<file path="src/rtl/space_invaders_pkg.sv">
// Shared Space Invaders definitions: direction and ship-movement state encodings,
// plus the playfield defaults shared by the ship controller, renderer and bullet logic.
package space_invaders_pkg;

  localparam int SHIP_COLUMNS = 20;
  localparam int SHIP_START_X = 5;

  typedef enum logic [1:0] {
    DIR_NONE  = 2'd0,
    DIR_LEFT  = 2'd1,
    DIR_RIGHT = 2'd2
  } dir_t;

  typedef enum logic [1:0] {
    IDLE   = 2'd0,
    FIRST  = 2'd1,
    HOLD   = 2'd2,
    REPEAT = 2'd3
  } ship_state_t;

  // Both buttons together cancel out to no movement.
  function automatic dir_t decode_dir(input logic left, input logic right);
    if (right && !left) return DIR_RIGHT;
    if (left && !right) return DIR_LEFT;
    return DIR_NONE;
  endfunction

endpackage

</file>
<file path="src/rtl/ship_move_timer.sv">
// Press-and-hold timing for the ship: emits a step strobe on the first press, after
// HOLD_TICKS qualifying ticks of holding, then every REPEAT_TICKS ticks.
module ship_move_timer
  import space_invaders_pkg::*;
#(
  parameter int HOLD_TICKS   = 8,
  parameter int REPEAT_TICKS = 2
) (
  input  logic clk,
  input  logic reset,
  input  logic enable,
  input  logic left,
  input  logic right,
  output logic step,
  output dir_t step_dir
);

  localparam int CNT_MAX = (HOLD_TICKS > REPEAT_TICKS) ? HOLD_TICKS : REPEAT_TICKS;
  localparam int CNT_W   = $clog2(CNT_MAX + 1);

  ship_state_t      state_q, state_d;
  dir_t             prev_dir_q, prev_dir_d;
  dir_t             dir;
  logic [CNT_W-1:0] cnt_q, cnt_d, cnt_dec;

  always_comb begin
    dir        = decode_dir(left, right);
    cnt_dec    = cnt_q - CNT_W'(1);
    state_d    = state_q;
    prev_dir_d = prev_dir_q;
    cnt_d      = cnt_q;
    step       = 1'b0;
    step_dir   = dir;
    if (enable) begin
      prev_dir_d = dir;
      if (dir == DIR_NONE) begin
        state_d = IDLE;
        cnt_d   = '0;
      end else if (dir != prev_dir_q || !(state_q == HOLD || state_q == REPEAT)) begin
        // New press or reversal: the FIRST step happens now, then the hold delay starts.
        step    = 1'b1;
        cnt_d   = CNT_W'(HOLD_TICKS);
        state_d = HOLD;
      end else if (cnt_dec == '0) begin
        step    = 1'b1;
        cnt_d   = CNT_W'(REPEAT_TICKS);
        state_d = REPEAT;
      end else begin
        cnt_d = cnt_dec;
      end
    end
  end

  always_ff @(posedge clk) begin
    if (reset) begin
      state_q    <= IDLE;
      prev_dir_q <= DIR_NONE;
      cnt_q      <= '0;
    end else begin
      state_q    <= state_d;
      prev_dir_q <= prev_dir_d;
      cnt_q      <= cnt_d;
    end
  end

endmodule

</file>
<file path="src/rtl/ship_ctrl.sv">
// Player-ship column register with boundary handling and registered limit/moved flags.
// Define SHIP_WRAP_EN to wrap around the playfield edges instead of saturating.
module ship_ctrl
  import space_invaders_pkg::*;
#(
  parameter int COLUMNS      = SHIP_COLUMNS,
  parameter int START_X      = SHIP_START_X,
  parameter int HOLD_TICKS   = 8,
  parameter int REPEAT_TICKS = 2,
  localparam int X_W         = $clog2(COLUMNS)
) (
  input  logic           clk_36MHz,
  input  logic           reset,
  input  logic           left_debounced,
  input  logic           right_debounced,
  input  logic           enable,
  output logic [X_W-1:0] ship_x,
  output logic           at_left_limit,
  output logic           at_right_limit,
  output logic           moved
);

  localparam logic [X_W-1:0] X_MAX   = X_W'(COLUMNS - 1);
  localparam logic [X_W-1:0] X_START = X_W'(START_X);

  logic           step;
  dir_t           step_dir;
  logic [X_W-1:0] ship_x_q, ship_x_d;
  logic           left_lim_q, left_lim_d;
  logic           right_lim_q, right_lim_d;
  logic           moved_q, moved_d;

  ship_move_timer #(
    .HOLD_TICKS  (HOLD_TICKS),
    .REPEAT_TICKS(REPEAT_TICKS)
  ) u_timer (
    .clk     (clk_36MHz),
    .reset   (reset),
    .enable  (enable),
    .left    (left_debounced),
    .right   (right_debounced),
    .step    (step),
    .step_dir(step_dir)
  );

  always_comb begin
    ship_x_d = ship_x_q;
    if (step) begin
      if (step_dir == DIR_RIGHT) begin
        if (ship_x_q == X_MAX) begin
`ifdef SHIP_WRAP_EN
          ship_x_d = '0;
`else
          ship_x_d = ship_x_q;
`endif
        end else begin
          ship_x_d = ship_x_q + X_W'(1);
        end
      end else if (step_dir == DIR_LEFT) begin
        if (ship_x_q == '0) begin
`ifdef SHIP_WRAP_EN
          ship_x_d = X_MAX;
`else
          ship_x_d = ship_x_q;
`endif
        end else begin
          ship_x_d = ship_x_q - X_W'(1);
        end
      end
    end
    // A step pinned against an edge leaves the position alone and does not count as a move.
    moved_d     = (ship_x_d != ship_x_q);
    left_lim_d  = (ship_x_d == '0);
    right_lim_d = (ship_x_d == X_MAX);
  end

  always_ff @(posedge clk_36MHz) begin
    if (reset) begin
      ship_x_q    <= X_START;
      left_lim_q  <= (X_START == '0);
      right_lim_q <= (X_START == X_MAX);
      moved_q     <= 1'b0;
    end else begin
      ship_x_q    <= ship_x_d;
      left_lim_q  <= left_lim_d;
      right_lim_q <= right_lim_d;
      moved_q     <= moved_d;
    end
  end

  assign ship_x         = ship_x_q;
  assign at_left_limit  = left_lim_q;
  assign at_right_limit = right_lim_q;
  assign moved          = moved_q;

endmodule

</file>
<file path="config.mk">
export PLATFORM = sky130hd
export DESIGN_NAME = ship_ctrl
export DESIGN_NICKNAME = d
export VERILOG_FILES = /design/src/rtl/space_invaders_pkg.sv /design/src/rtl/ship_move_timer.sv /design/src/rtl/ship_ctrl.sv
export SDC_FILE = /design/constraint.sdc
export NUM_CORES = 1
export LEC_CHECK = 0
export CAP_MARGIN = 20
export CORE_UTILIZATION = 27
export CTS_BUF_LIST = sky130_fd_sc_hd__clkbuf_4
export DETAILED_ROUTE_END_ITERATION = 12
export PLACE_DENSITY = 0.42
export SETUP_SLACK_MARGIN = 0.4
export SYNTH_ARGS = -nofsm -noshare
export SYNTH_HDL_FRONTEND = slang
export SYNTH_HIERARCHICAL = 1
export SYNTH_SLANG_ARGS = --single-unit
</file>
<file path="constraint.sdc">
create_clock -name clk_36MHz -period 3.6 [get_ports clk_36MHz]
set_input_delay 0.54 -clock clk_36MHz [delete_from_list [all_inputs] [get_ports clk_36MHz]]
set_output_delay 0.54 -clock clk_36MHz [all_outputs]
set_load 0.05 [all_outputs]
</file>
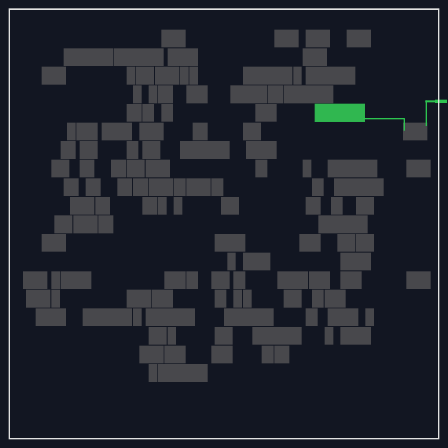
run_1/io_fan.png
[green] `at_left_limit` | direction: output | end cells: 1 | buffers: 1 | wire: 12.4 µm

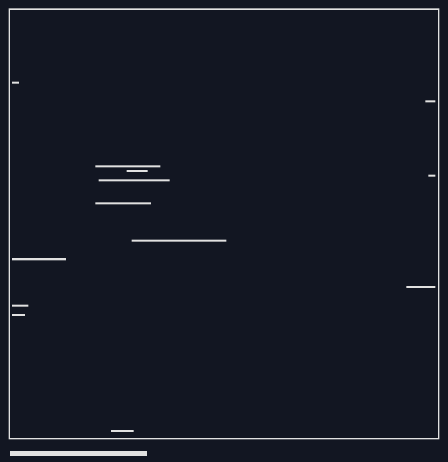
run_1/layer_met3.png
Scale bar: 20 µm.
longest straight run: 13.6 µm
main direction: horizontal

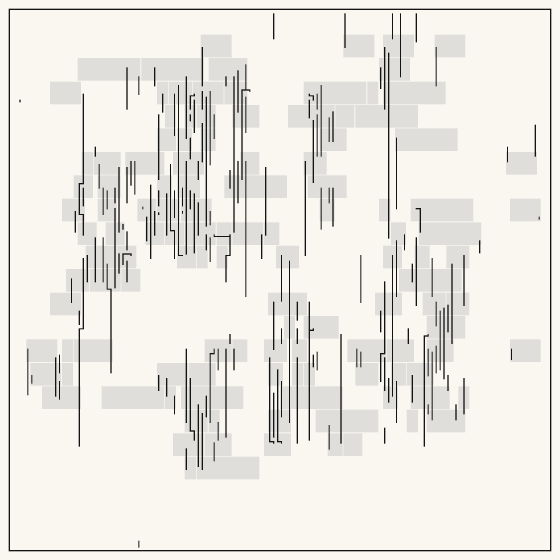
run_1/layer_met2.png
wire length on this layer: 842 µm
longest straight run: 21.4 µm

==> COMMIT_EDITMSG, run 1 <==
Update PnR metrics after Yosys + OpenROAD run

- Cts-stage hold buffer count: 0
* Simple Share, Synth: 0.306
- Number of different library cells in the post-synthesis netlist: roughly 45
- The worst register-to-register path depth is 10.
* OpenROAD warnings: 29
- STA classifies the critical path startpoint as an input pin.
* Post-Place Setup Slack: between 0.3 and 0.4 ns
- The routed design uses 842 µm of met2 wire.
- Entering global routing, the biggest net connects 16 pins.
* Critical setup path kind: input pin to flop
* Uppermost layer routed: met4
- The register with the most flip-flops in the layout has 5 of them.
- Clock tree synthesis inserted a total of 3 buffers.
- Setup slack of the critical path after layout: 0.708 ns
- Outcome: completed
- The report shows a maximum critical-path fanout of 10.
* Met1 Usage GRT: 0.163
* Number of standard cells reported by yosys: 112
- Per the timing report, the achievable frequency comes out to between 0.3 and 0.4 GHz.
* Main logic family after synthesis: simple AND/OR/NAND/NOR gates
* Overall overflow remaining after global route: 0
- The setup check on the worst reg-to-reg path leaves a slack of around 0.7 ns.
- Area figure in the yosys stat output: roughly 1000 µm²
- Filler cell count: 383
* Fraction of area in registers: 0.256
- In the final design database the tool counted 136 nets.
- Looking at the hold checks, the worst path lands on u_timer/state_q[1].
- In this run the critical path is formed by clkdlybuf4s50_1, inv_1, ha_1, xnor2_1, nand3_1, nor2_1, nor3b_2, and2b_1, a311o_1, a211oi_2, nor4b_2.
- Crit path max-delay family: simple AND/OR/NAND/NOR gates
- Share of power burned in registers: 0.496
- On the final layout, the worst clock skew is between 0.006 and 0.007 ns.
- The total area inside the core boundary comes to ~0.0034 mm².
- DRC violation count after routing: 0
run_1/placement_by_type.png
Fill, decap, tap and diode cells in grey.
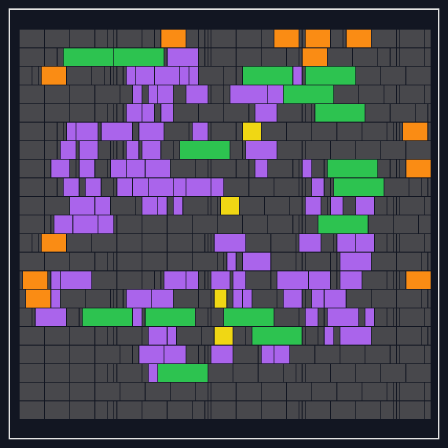

==> run 1 -> run 2 <==
- clock period: 3.6 -> 2.9 ns (I/O delays scaled with it)
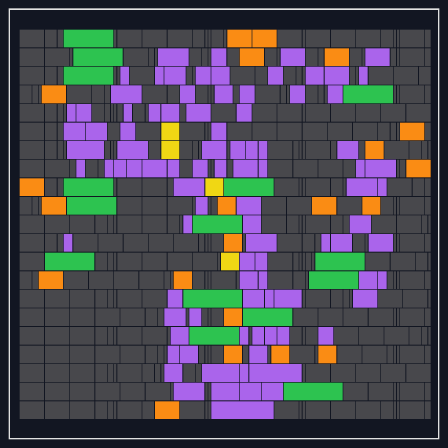
run_2/placement_by_type.png
Fill, decap, tap and diode cells in grey.
[yellow] clock drivers and dummy loads | cells: 4
[green] sequential cells | cells: 15
[purple] combinational and other logic | cells: 93
[orange] remaining buffers and delay cells | cells: 21
post-route cell area: 0.00129 mm²
Placeable Area: 0.00344 mm²
fraction of area in registers: 0.239
core utilization of the finished layout: 0.375

==> run 2 against run 1 <==
  * Clock power grew 34%
  * Die size unchanged
  * Critical path depth down 1
  * Utilization rose by 3.4 points
  * Synthesized area unchanged
  * Wire length increased by 17%
  * Clock skew decreased by 0.0013 ns
  * Combinational power up about 40%
  * Count of clock-buffer cells in the layout up 1
  * Via count rose by 3.8%
  * Register-to-register slack worse by 0.26 ns
  * Sequential power up 24%
  * Highest routed layer unchanged
==> COMMIT_EDITMSG, run 2 <==
Update PnR metrics after Yosys + OpenROAD run

* Crit path max-delay family: simple AND/OR/NAND/NOR gates
- The number of warnings in the stage logs is 31 (+6.9%).
* Setup slack of the critical path after layout: 0.463 ns (-0.245 ns)
- The layout net count is 145 (+6.6%).
- The endpoint of the worst hold path is reported as u_timer/cnt_q[3].
- The count of instantiated cells in the yosys netlist was 112 (unchanged).
- Routed signal wires occupy layers up through met4.
- The flow ran to the end, and the final reports show no timing, DRC or antenna violations.
- The final worst clock skew came to 0.00549 ns (-0.00127 ns).
- Critical setup path kind: flop to flop
* Main logic family after synthesis: simple AND/OR/NAND/NOR gates
- Overall overflow remaining after global route: 0 (unchanged)
- Post-Place Setup Slack: 0.0878 ns (-0.281 ns)
- The fraction of power consumed by sequential logic came to 0.471 (-0.025).
- Total clock buffers created by CTS: 3 (unchanged)
- Flip-flop count of the largest register after layout: 5 (unchanged)
- Maximum fanout along the worst path: 5 (-5)
- In this build the clock could be raised as far as between 0.4 and 0.5 GHz.
* Met1 Usage GRT: 0.173 (+0.00960)
- The residual DRC count was 0 (unchanged).
- Filler cell count: 360 (-6.0%)
- Largest net degree at the start of global routing: 13 (-3)
- The count of unique library cells instantiated by Yosys came to 45 (unchanged).
- Depth of the worst register-to-register path: 10 (unchanged)
Power and IR drop assume default switching activity.
